**Metal 1**

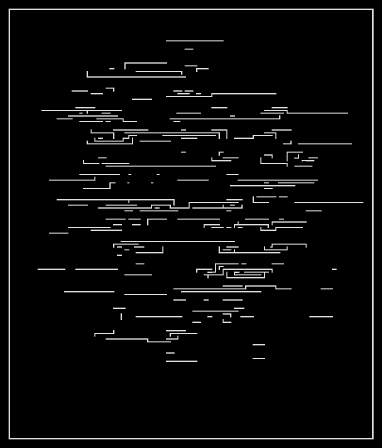
**Signal wires on met2**

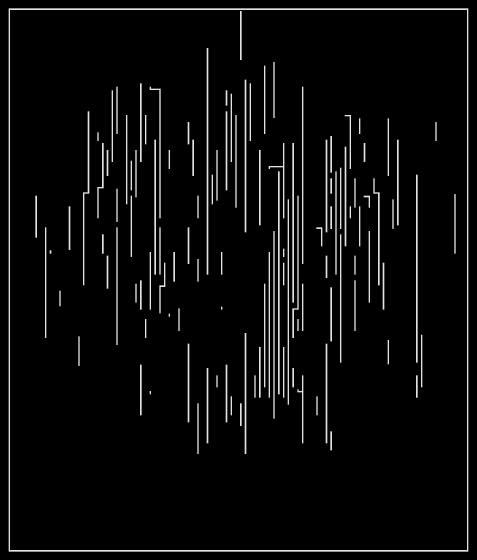
**Signal wires on met3**

The bar under the picture is 10 um long.
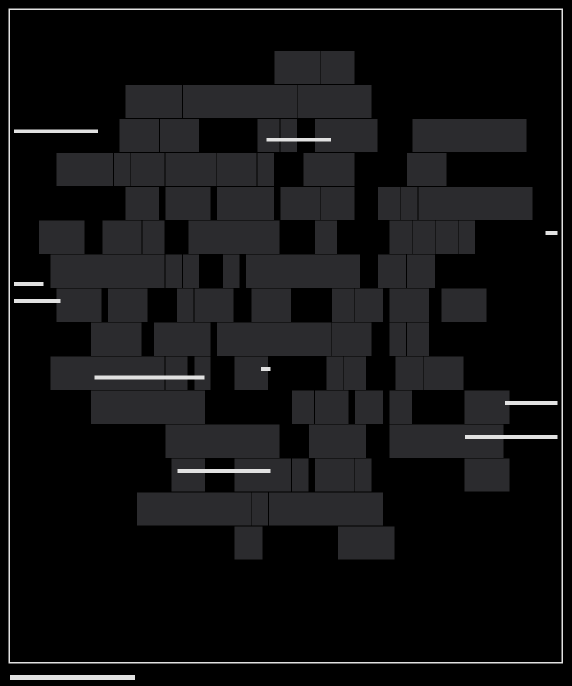
<file path="src/rtl/extinguisher.sv">
// extinguisher: snuffer arm controller that seeks to a candle slot, fires a fixed pulse, then cools down.
// Ports:
//   sys_clk    - system clock, rising-edge active
//   clr_n      - asynchronous active-low clear
//   enable     - level-sensitive request to snuff the candle at position
//   position   - target candle slot 0-7
//   extinguish - registered snuffer fire strobe
module extinguisher #(
  parameter int STEP_CYCLES     = 4,
  parameter int PULSE_CYCLES    = 4,
  parameter int COOLDOWN_CYCLES = 8
) (
  input  logic       sys_clk,
  input  logic       clr_n,
  input  logic       enable,
  input  logic [2:0] position,
  output logic       extinguish
);
  localparam int MAX_SP = STEP_CYCLES > PULSE_CYCLES ? STEP_CYCLES : PULSE_CYCLES;
  localparam int MAXP   = MAX_SP > COOLDOWN_CYCLES ? MAX_SP : COOLDOWN_CYCLES;
  localparam int CW     = MAXP > 1 ? $clog2(MAXP) : 1;
  typedef enum logic [1:0] {IDLE, SEEK, FIRE, COOLDOWN} state_t;
  state_t state, state_d;
  logic [2:0] ptr, ptr_d, target, target_d, ptr_step;
  logic [CW-1:0] cnt, cnt_d;
  logic ext_d, step_done, pulse_done, cool_done;
  // One shared counter serves all timed states; it restarts on every state change.
  assign step_done  = cnt == CW'(STEP_CYCLES - 1);
  assign pulse_done = cnt == CW'(PULSE_CYCLES - 1);
  assign cool_done  = cnt == CW'(COOLDOWN_CYCLES - 1);
  // Direct path only: target is never equal to ptr while seeking, so this never wraps.
  assign ptr_step   = target > ptr ? ptr + 3'd1 : ptr - 3'd1;
  always_ff @(posedge sys_clk or negedge clr_n) begin
    if (!clr_n) begin
      state      <= IDLE;
      ptr        <= 3'd0;
      target     <= 3'd0;
      cnt        <= '0;
      extinguish <= 1'b0;
    end else begin
      state      <= state_d;
      ptr        <= ptr_d;
      target     <= target_d;
      cnt        <= cnt_d;
      extinguish <= ext_d;
    end
  end
  always_comb begin
    state_d = state;
    case (state)
      IDLE:     state_d = !enable ? IDLE : (position == ptr ? FIRE : SEEK);
      // Abort wins over a coincident arm step.
      SEEK:     state_d = !enable ? IDLE : (step_done && ptr_step == target ? FIRE : SEEK);
      FIRE:     state_d = pulse_done ? COOLDOWN : FIRE;
      COOLDOWN: state_d = cool_done ? IDLE : COOLDOWN;
      default:  state_d = IDLE;
    endcase
  end
  always_comb begin
    target_d = state == IDLE && enable ? position : target;
    ptr_d    = state == SEEK && enable && step_done ? ptr_step : ptr;
    cnt_d    = state_d != state || state == IDLE || (state == SEEK && step_done) ? '0 : cnt + CW'(1);
    ext_d    = state_d == FIRE;
  end
endmodule

</file>
<file path="config.mk">
export PLATFORM = sky130hd
export DESIGN_NAME = extinguisher
export DESIGN_NICKNAME = d
export VERILOG_FILES = /design/src/rtl/extinguisher.sv
export SDC_FILE = /design/constraint.sdc
export NUM_CORES = 1
export LEC_CHECK = 0
export CAP_MARGIN = 20
export CORE_ASPECT_RATIO = 1.2
export CORE_MARGIN = 2
export CORE_UTILIZATION = 40
export CTS_CLUSTER_SIZE = 24
export DETAILED_ROUTE_END_ITERATION = 8
export HOLD_SLACK_MARGIN = 0.12
export PLACE_DENSITY = 0.67
export SYNTH_ARGS = -nofsm -noshare
export SYNTH_HDL_FRONTEND = slang
export SYNTH_SLANG_ARGS = --single-unit
</file>
<file path="constraint.sdc">
create_clock -name sys_clk -period 3.2 [get_ports sys_clk]
set_input_delay 0.64 -clock sys_clk [delete_from_list [all_inputs] [get_ports sys_clk]]
set_output_delay 0.64 -clock sys_clk [all_outputs]
set_load 0.01 [all_outputs]
</file>
==> results.cfg <==
; synthesis and place-and-route metrics
[place]
place_area_um2 = 855
post-dp-hpwl_mm = 1.05
place_ws_ps = 681
port_buffers = 6
gp_congestion = 0.784

[synthesis]
top_cells_by_count = dfrtp_1 (12), inv_1 (7), ha_1 (6), o21ai_0 (6)
ys_cells = 77
edf_count = 0
syn_inst = 77
ys_seq_share = 0.388
yosys_warnings = 0
largest_area_cell = dfrtp_1
synthesis.nets = 90
ys.flops = 12
area_leaders = dfrtp_1 (39%), ha_1 (9.7%), xnor2_1 (5.7%)
avgSynthCellArea_um2 = 10.1
synth_dominant_cell_count = dfrtp_1
yosys_area_um2 = 774
synth_area_um2 = 774
ys_types = 31
top_area_frac = 0.388
synth-async-reset-ratio = 1.00
ff_type = dfrtp_1

[clock_network]
cts.sinks = 12
cts_buffers = 3
clk_pin_slew_ps = 80
insertion_delay_ps = 280
ctsHoldBuffers = 0
clk_path_buf_depth = 2
cts.repair.resized = 0
cts_setup_buffers = 0
root_buffer = clkbuf_4
h-tree-depth = 1
cts_tree = done

[critical_path]
critPathKind = reg -> reg
path_cells = inv_1 -> ha_1 -> a211oi_2 -> nor3_2 -> fa_1 -> or4_1 -> a21oi_1 -> xnor2_1
worstPathArrival_ps = 2730
r2r_cells = 8
worstPathMaxFanout = 3
cp-startpoint = ptr[1]
startpoint_type = register
r2r_start = ptr[1]
r2r-end = ptr[2]
critPathCaptureType = register
worst-endpoint-required_ps = 3400
slowest_stage = or4_1
max_stage_delay_ps = 530
crit_end = ptr[2]
rrSetupSlack_ps = 680

[final_layout]
register_area_um2 = 300
stdcell_area_um2 = 891
combGateArea_um2 = 444
syn_to_final_growth_pct = 15.0
n_fill_cell = 179
n_antenna_cell = 0
final_core_util = 0.487
nets = 100
drive_gt1_frac = 0.140

[die]
design.die.area_mm2 = 0.00231
dieHeight_um = 52.2
core_mm2 = 0.00183
io_pins = 7
die_w_um = 44.2
rows = 17
fp_util = 0.423

[sta]
final-hold-violation-count = 0
worst_pin_slew_ps = 551
setup_tns_ps = 0
period_used_share = 0.788
slew_headroom = 0.631
post-route-min-period_ps = 2520
rsz0062_at_grt = false
setup_viol = 0
timing.hold.ws_ps = 435
fin_skew_ps = 3.68
setup_ws_ps = 678
drv_slew = 0
max_freq_mhz = 396

[flow_run]
maxCapViolCount = 0
warnings = 27

[min_path]
worstHoldPathType = reg -> reg

[global_routing]
grt_pass1_wl_mm = 2.44
grt_max_degree = 13
track_usage = 0.151
grt_pass1_vias = 583
antenna_found_initial = 0
grt_remaining_overflow = 0

[outcome]
status = finished, final reports clean

[detailed_routing]
drc = 0
ant_nets = 0
drtIter0Drc = 6
avgRoutedWirePerCell_um = 12.6
drt-pass1-iter-count = 5
vias_per_cell = 5.45

[power_and_ir_drop]
power_leakage_nw = 0.384
power_density_mw_per_mm2 = 1080
peakVddDrop_mv = 0.748
Back to the opening pictures, 'metal 1':
nets with wire on the layer	89
share of all routed wire	43%
wire length on this layer	571 um
Vias: 572
met1 usage in global routing: 0.160
final WL: 1.32 mm

Back to the opening pictures, 'signal wires on met2':
main direction	vertical
wire length on this layer	663 um
nets with wire on the layer	86
M2 GR Usage: 0.255

Back to the opening pictures, 'signal wires on met3':
share of all routed wire	3.4%
longest straight run	8.50 um

cell families after synthesis:
logic type / count (synthesis) / share of synthesized area
fa+ha+maj: 7 / 0.123
simple gates: 23 / 0.173
buf+inv: 8 / 0.0388
mux: 2 / 0.0291
flops: 12 / 0.388
xor+xnor: 9 / 0.111
compound gates: 16 / 0.137
per-stage QoR:
step,cells,total power (W)
floorplan,77,0.000732
global placement,101,0.000831
detailed placement,101,0.000846
CTS,105,0.000974
global route,105,0.00106
finish,105,0.000960
area by class of cell:
| class | instances | share of cell area |
|---|---|---|
| multi-input combinational | 57 | 0.499 |
| tap | 19 | 0.0267 |
| clock buffer | 4 | 0.0407 |
| timing repair buffer | 6 | 0.0674 |
| inverter | 7 | 0.0295 |
| sequential | 12 | 0.337 |
sequential cells by signal, summed over array words and instances, names as in the netlist:
name / flops
extinguish: 1
state: 2
ptr: 3
target: 3
cnt: 3
critical path, delay by kind of cell, from the launching register on:
| family | cells | cell delay, ps |
|---|---|---|
| fa+ha+maj | 2 | 750 |
| simple gates | 2 | 630 |
| compound gates | 2 | 430 |
| flops | 1 | 400 |
| xor+xnor | 1 | 130 |
| buf+inv | 1 | 90 |
routing by layer:
layer / vias to the layer above / GRT usage / wire [um]
met1: 274 / 0.160 / 570
li1: 284 / - / -
met4: 0 / 0.106 / 46
met2: 9 / 0.255 / 663
met3: 5 / 0.0414 / 44
met5: - / 0 / 0
cells in the final DEF (no fill, tap or decap), drive strengths merged, types with 2 or more instances in the layout:
cell and count:
clkdlybuf4s50 6, dfrtp 12, nor2b 2, nor2 5, a21oi 3, inv 7
clkbuf 4, mux2 2, o21ai 7, xnor2 5, nand3 4, nand2b 3
nand2 3, xor2 4, ha 6
worst min path at each step:
stage,slack [ps],endpoint,start,depth (start not counted)
2_1_floorplan,340,cnt[0],clr_n,0
3_3_place_gp,420,cnt[0],cnt[0],1
3_5_place_dp,420,cnt[0],cnt[0],1
4_1_cts,440,cnt[0],cnt[0],1
5_1_grt,480,cnt[0],cnt[0],1
6_report,430,cnt[0],cnt[0],1
report_power, final:
group | switching [W] | internal [W]
sequential | 0.0000666 | 0.000216
clock | 0.0000530 | 0.0000693
combinational | 0.000284 | 0.000271
total | 0.000404 | 0.000556
Power and IR drop assume default switching activity.
